Sequential cells grouped by signal name:
Bar = 20 µm.
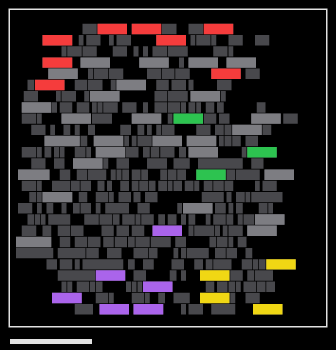
The metal 1 layer:
Bar = 20 µm.
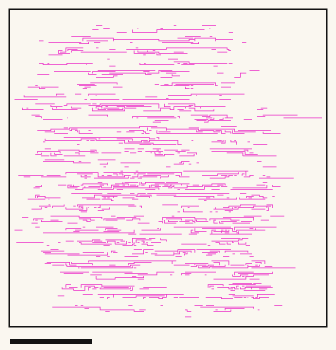
Pin map:
Bar = 20 µm. Pins as bars across the die edge, other pins in grey.
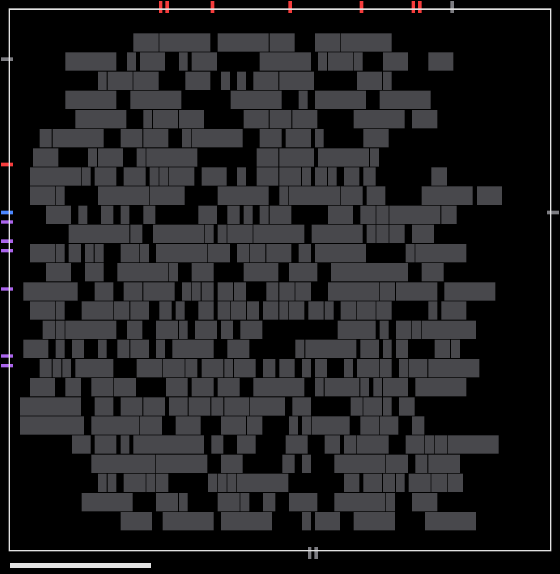
A small window of the routed layout:
Bar = 20 µm. Region (13, 27) to (63, 77) µm. Cells in grey, sequential cells in the stronger grey; small squares are vias.
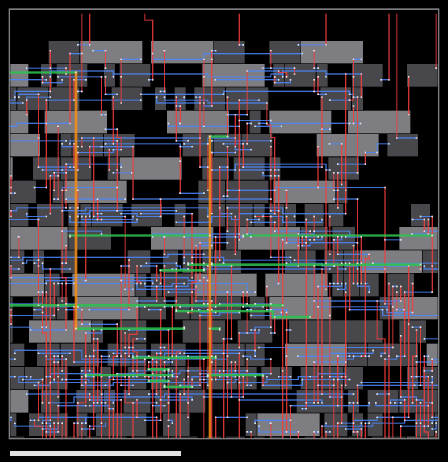
==> src/rtl/uart_rx.sv <==
// uart_rx: oversampled asynchronous serial receiver.
// Frame is 1 start bit, DATA_WIDTH data bits LSB first, an optional parity
// bit and 1 stop bit. Each bit is the majority of three samples taken around
// mid-bit. A good frame updates p_data and pulses data_valid for one clock.
module uart_rx #(
  parameter int DATA_WIDTH     = 8,
  parameter int PRESCALE_WIDTH = 6
) (
  input  logic                      clk,
  input  logic                      rst,
  input  logic                      s_data,
  input  logic                      parity_type,
  input  logic                      parity_en,
  input  logic [PRESCALE_WIDTH-1:0] prescale,
  output logic [DATA_WIDTH-1:0]     p_data,
  output logic                      data_valid
);

  localparam int BW = $clog2(DATA_WIDTH + 1);

  typedef enum logic [2:0] {IDLE, START, DATA, PARITY, STOP} state_t;

  state_t                    state_q;
  state_t                    res_st_q;   // state the pending samples belong to
  logic                      s_meta_q, s_sync_q;
  logic [PRESCALE_WIDTH-1:0] edge_cnt_q;
  logic [PRESCALE_WIDTH-1:0] presc_q;
  logic                      par_en_q, par_type_q;
  logic [BW-1:0]             bit_cnt_q;
  logic [DATA_WIDTH-1:0]     shift_q;
  logic                      smp0_q, smp1_q, smp2_q;
  logic                      res_q;      // majority is resolved this cycle
  logic                      perr_q;
  logic [DATA_WIDTH-1:0]     p_data_q;
  logic                      valid_q;

  logic [PRESCALE_WIDTH-1:0] half_w, smp_lo_w, smp_hi_w, last_w;
  logic                      end_bit_w, maj_w, exp_par_w;

  assign half_w    = presc_q >> 1;
  assign smp_lo_w  = half_w - 1'b1;
  assign smp_hi_w  = half_w + 1'b1;
  assign last_w    = presc_q - 1'b1;
  assign end_bit_w = (edge_cnt_q == last_w);
  assign maj_w     = (smp0_q & smp1_q) | (smp0_q & smp2_q) | (smp1_q & smp2_q);
  assign exp_par_w = par_type_q ? ~^shift_q : ^shift_q;

  assign p_data     = p_data_q;
  assign data_valid = valid_q;

  // Two-flop synchronizer on the serial line; idles high out of reset.
  always_ff @(posedge clk) begin
    if (rst) begin
      s_meta_q <= 1'b1;
      s_sync_q <= 1'b1;
    end else begin
      s_meta_q <= s_data;
      s_sync_q <= s_meta_q;
    end
  end

  // Frame FSM: bit timing, 3-point sampling, majority resolve and output.
  always_ff @(posedge clk) begin
    if (rst) begin
      state_q    <= IDLE;
      res_st_q   <= IDLE;
      edge_cnt_q <= '0;
      presc_q    <= '0;
      par_en_q   <= 1'b0;
      par_type_q <= 1'b0;
      bit_cnt_q  <= '0;
      shift_q    <= '0;
      smp0_q     <= 1'b1;
      smp1_q     <= 1'b1;
      smp2_q     <= 1'b1;
      res_q      <= 1'b0;
      perr_q     <= 1'b0;
      p_data_q   <= '0;
      valid_q    <= 1'b0;
    end else begin
      valid_q <= 1'b0;
      res_q   <= 1'b0;
      if (state_q == IDLE) begin
        edge_cnt_q <= '0;
        if (!s_sync_q) begin
          // The detect cycle is edge 0 of the start bit. The low level is
          // recorded as the first sample in case P/2-1 lands on edge 0.
          state_q    <= START;
          edge_cnt_q <= PRESCALE_WIDTH'(1);
          presc_q    <= prescale;
          par_en_q   <= parity_en;
          par_type_q <= parity_type;
          bit_cnt_q  <= '0;
          perr_q     <= 1'b0;
          smp0_q     <= 1'b0;
        end
      end else begin
        edge_cnt_q <= end_bit_w ? '0 : edge_cnt_q + 1'b1;

        if (edge_cnt_q == smp_lo_w) smp0_q <= s_sync_q;
        if (edge_cnt_q == half_w)   smp1_q <= s_sync_q;
        if (edge_cnt_q == smp_hi_w) begin
          smp2_q   <= s_sync_q;
          res_q    <= 1'b1;
          res_st_q <= state_q;
        end

        // Bit-boundary transitions; STOP leaves only on its resolve.
        if (end_bit_w) begin
          case (state_q)
            START: begin
              state_q   <= DATA;
              bit_cnt_q <= '0;
            end
            DATA: begin
              if (bit_cnt_q == BW'(DATA_WIDTH - 1))
                state_q <= par_en_q ? PARITY : STOP;
              else
                bit_cnt_q <= bit_cnt_q + 1'b1;
            end
            PARITY:  state_q <= STOP;
            default: ;
          endcase
        end

        // Resolve comes last so a glitch or stop exit overrides a boundary
        // transition that falls on the same cycle (small prescale values).
        if (res_q) begin
          case (res_st_q)
            START:  if (maj_w) state_q <= IDLE;
            DATA:   shift_q <= {maj_w, shift_q[DATA_WIDTH-1:1]};
            PARITY: if (maj_w != exp_par_w) perr_q <= 1'b1;
            STOP: begin
              state_q <= IDLE;
              if (maj_w && !perr_q) begin
                p_data_q <= shift_q;
                valid_q  <= 1'b1;
              end
            end
            default: ;
          endcase
        end
      end
    end
  end

endmodule

==> config.mk <==
export PLATFORM = sky130hd
export DESIGN_NAME = uart_rx
export DESIGN_NICKNAME = d
export VERILOG_FILES = /design/src/rtl/uart_rx.sv
export SDC_FILE = /design/constraint.sdc
export NUM_CORES = 1
export LEC_CHECK = 0
export CORE_UTILIZATION = 45
export CTS_BUF_LIST = sky130_fd_sc_hd__clkbuf_8
export DETAILED_ROUTE_END_ITERATION = 10
export GPL_TIMING_DRIVEN = 0
export PLACE_DENSITY = 0.71
export SLEW_MARGIN = 0
export SYNTH_ARGS = -nofsm -noshare
export SYNTH_HDL_FRONTEND = slang
export SYNTH_SLANG_ARGS = --single-unit
==> constraint.sdc <==
create_clock -name clk -period 2.1 [get_ports clk]
set_clock_uncertainty 0.1 [all_clocks]
set_input_delay 0.21 -clock clk [delete_from_list [all_inputs] [get_ports clk]]
set_output_delay 0.21 -clock clk [all_outputs]
set_load 0.01 [all_outputs]
==> results.py <==
# Generated from Yosys and OpenROAD reports
metrics = {
    "pwr": {
        "maxPowerGroup": "registers",
        "power_clock_uw": 713,
        "combPwrFrac": 0.083,
        "p_clk_frac": 0.399,
        "seqPwrFrac": 0.518,
        "internal_power_uw": 1378,
    },
    "critical_path": {
        "slowest_stage": "a2111oi_4",
        "startpoint_type": "flip-flop",
        "crit_fanout": 3,
        "cp.depth": 8,
        "reg2reg_from": "presc_q[1]",
        "slowest_delay_ps": 390,
        "path_cells": "inv_6 > ha_4 > a21boi_4 > a21o_1 > a2111oi_4 > buf_4 > o22ai_2 > a221o_1",
        "r2r_cells": 8,
        "cp.required_ps": 2200,
        "crit_end": "bit_cnt_q[3]",
        "critPathArrivalTime_ps": 2170,
        "path_buffers": 2,
    },
    "global_route": {
        "grt_overflow": 0,
        "met3_usage": 0.03333,
        "grt_max_degree": 16,
        "grt_pass1_vias": 1918,
        "grt_use_met2": 0.3009,
    },
    "timing": {
        "timing.slew.headroom": 0.6239,
        "hold_ws_ps": 311.3,
        "tns_ps": 0,
        "setup_violations": 0,
        "finalClockPeriodUsage": 0.9867,
        "fmax_mhz": 482.6,
        "slew_violations": 0,
        "setup_ws_ps": 27.91,
        "hold_viol": 0,
        "rsz0062_at_grt": "yes",
    },
    "yosys": {
        "yosys.area.top_type": "dfxtp_1",
        "ys.flop_type": "dfxtp_1",
        "synth_top_area_share": 0.3829,
        "edf_count": 0,
        "syn_nets": 311,
        "ys_ff": 48,
        "ys_seq_share": 0.3829,
        "synth.distinct_cells": 49,
        "syn_avg_cell_area_um2": 8.537,
        "ys_sh_mux": 0.07178,
        "synth_warnings": 0,
        "area_leaders": "dfxtp_1, mux2i_1, nor2_1, xnor2_1, xor2_1",
        "async_reset_ff_frac": 0,
        "syn_area_um2": 2510,
    },
    "clocking": {
        "cts_resized": 13,
        "cts_hold_buf": 0,
        "cts_max_level": 2,
        "clk_latency_ps": 300,
        "clk_path_buf_depth": 2,
        "clkSlewWorstSetupHoldPaths_ps": 90,
    },
    "floorplan": {
        "num_io_pins": 20,
        "taps": 70,
        "design.core.area_um2": 5238,
        "rows": 26,
    },
    "run_status": {
        "run_status": "completed",
    },
    "layout": {
        "num-nets-final": 340,
        "area_growth_pct": 22.68,
        "seq_share": 0.3149,
        "final-comb-area_um2": 1554,
        "top_area_cell_class": "logic gates",
        "inverters": 9,
        "fin_area_um2": 3079,
        "fin_cells": 394,
        "mostFrequentLayoutCells": "dfxtp_1, nor2_1, nand2_1",
        "flops": 48,
        "utilization": 0.5879,
        "clock_area_frac": 0.03941,
        "n_antenna_cell": 0,
        "signal_buffers": 40,
        "lay_top_count": "dfxtp_1",
    },
    "hold_path": {
        "holdPathEnd": "res_st_q[2]",
        "worstHoldPathType": "input port to flip-flop",
        "hold_depth": 3,
    },
    "routing": {
        "viasPerCell": 5.269,
        "met2WireLength_um": 2373,
        "wire_per_inst_um": 13.28,
        "route.detailed.drc": 0,
    },
    "placed_design": {
        "post-place-cells": 382,
        "place_area_um2": 2814,
        "routabilityCongestion": 0.7851,
        "place_hpwl_um": 3623,
        "post-place-ws_ps": -163.1,
    },
    "job": {
        "maxCapViolCount": 0,
    },
}
About 'sequential cells grouped by signal name':
Key: red = p_data [placed flops 8]; purple = edge_cnt_q [placed flops 6, where bottom centre]; green = res_st_q [placed flops 3]; yellow = bit_cnt_q [placed flops 4, where lower right]
Another 27 sequential cells are not coloured.

About 'the metal 1 layer':
The longest straight run is 22.1 µm. The wires run mostly horizontal. The layer holds 48% of the routed length.
Via Count: 2076
GRT met1 Usage: 0.2591
Total Wirelength: 5234 µm

About 'pin map':
Key: blue = parity_type [pins 1, direction input, edge left]; purple = prescale [pins 6, direction input, edge left]; red = p_data [pins 8, direction output, edge 7 top, 1 left]
All pins by edge: 9 left, 8 top, 2 bottom, 1 right.

About 'a small window of the routed layout':
Key: blue = M1; red = M2; orange = M4; green = M3
173 logic cells have their middle in the window. Netlist names of flops here include shift_q (7), p_data (5), res_st_q (3). Sequential cells in the window: 26. Most frequent: nor2_1 (26), dfxtp_1 (26), mux2i_1 (18).

No activity file was given, so power comes from the tool's default toggle rates.
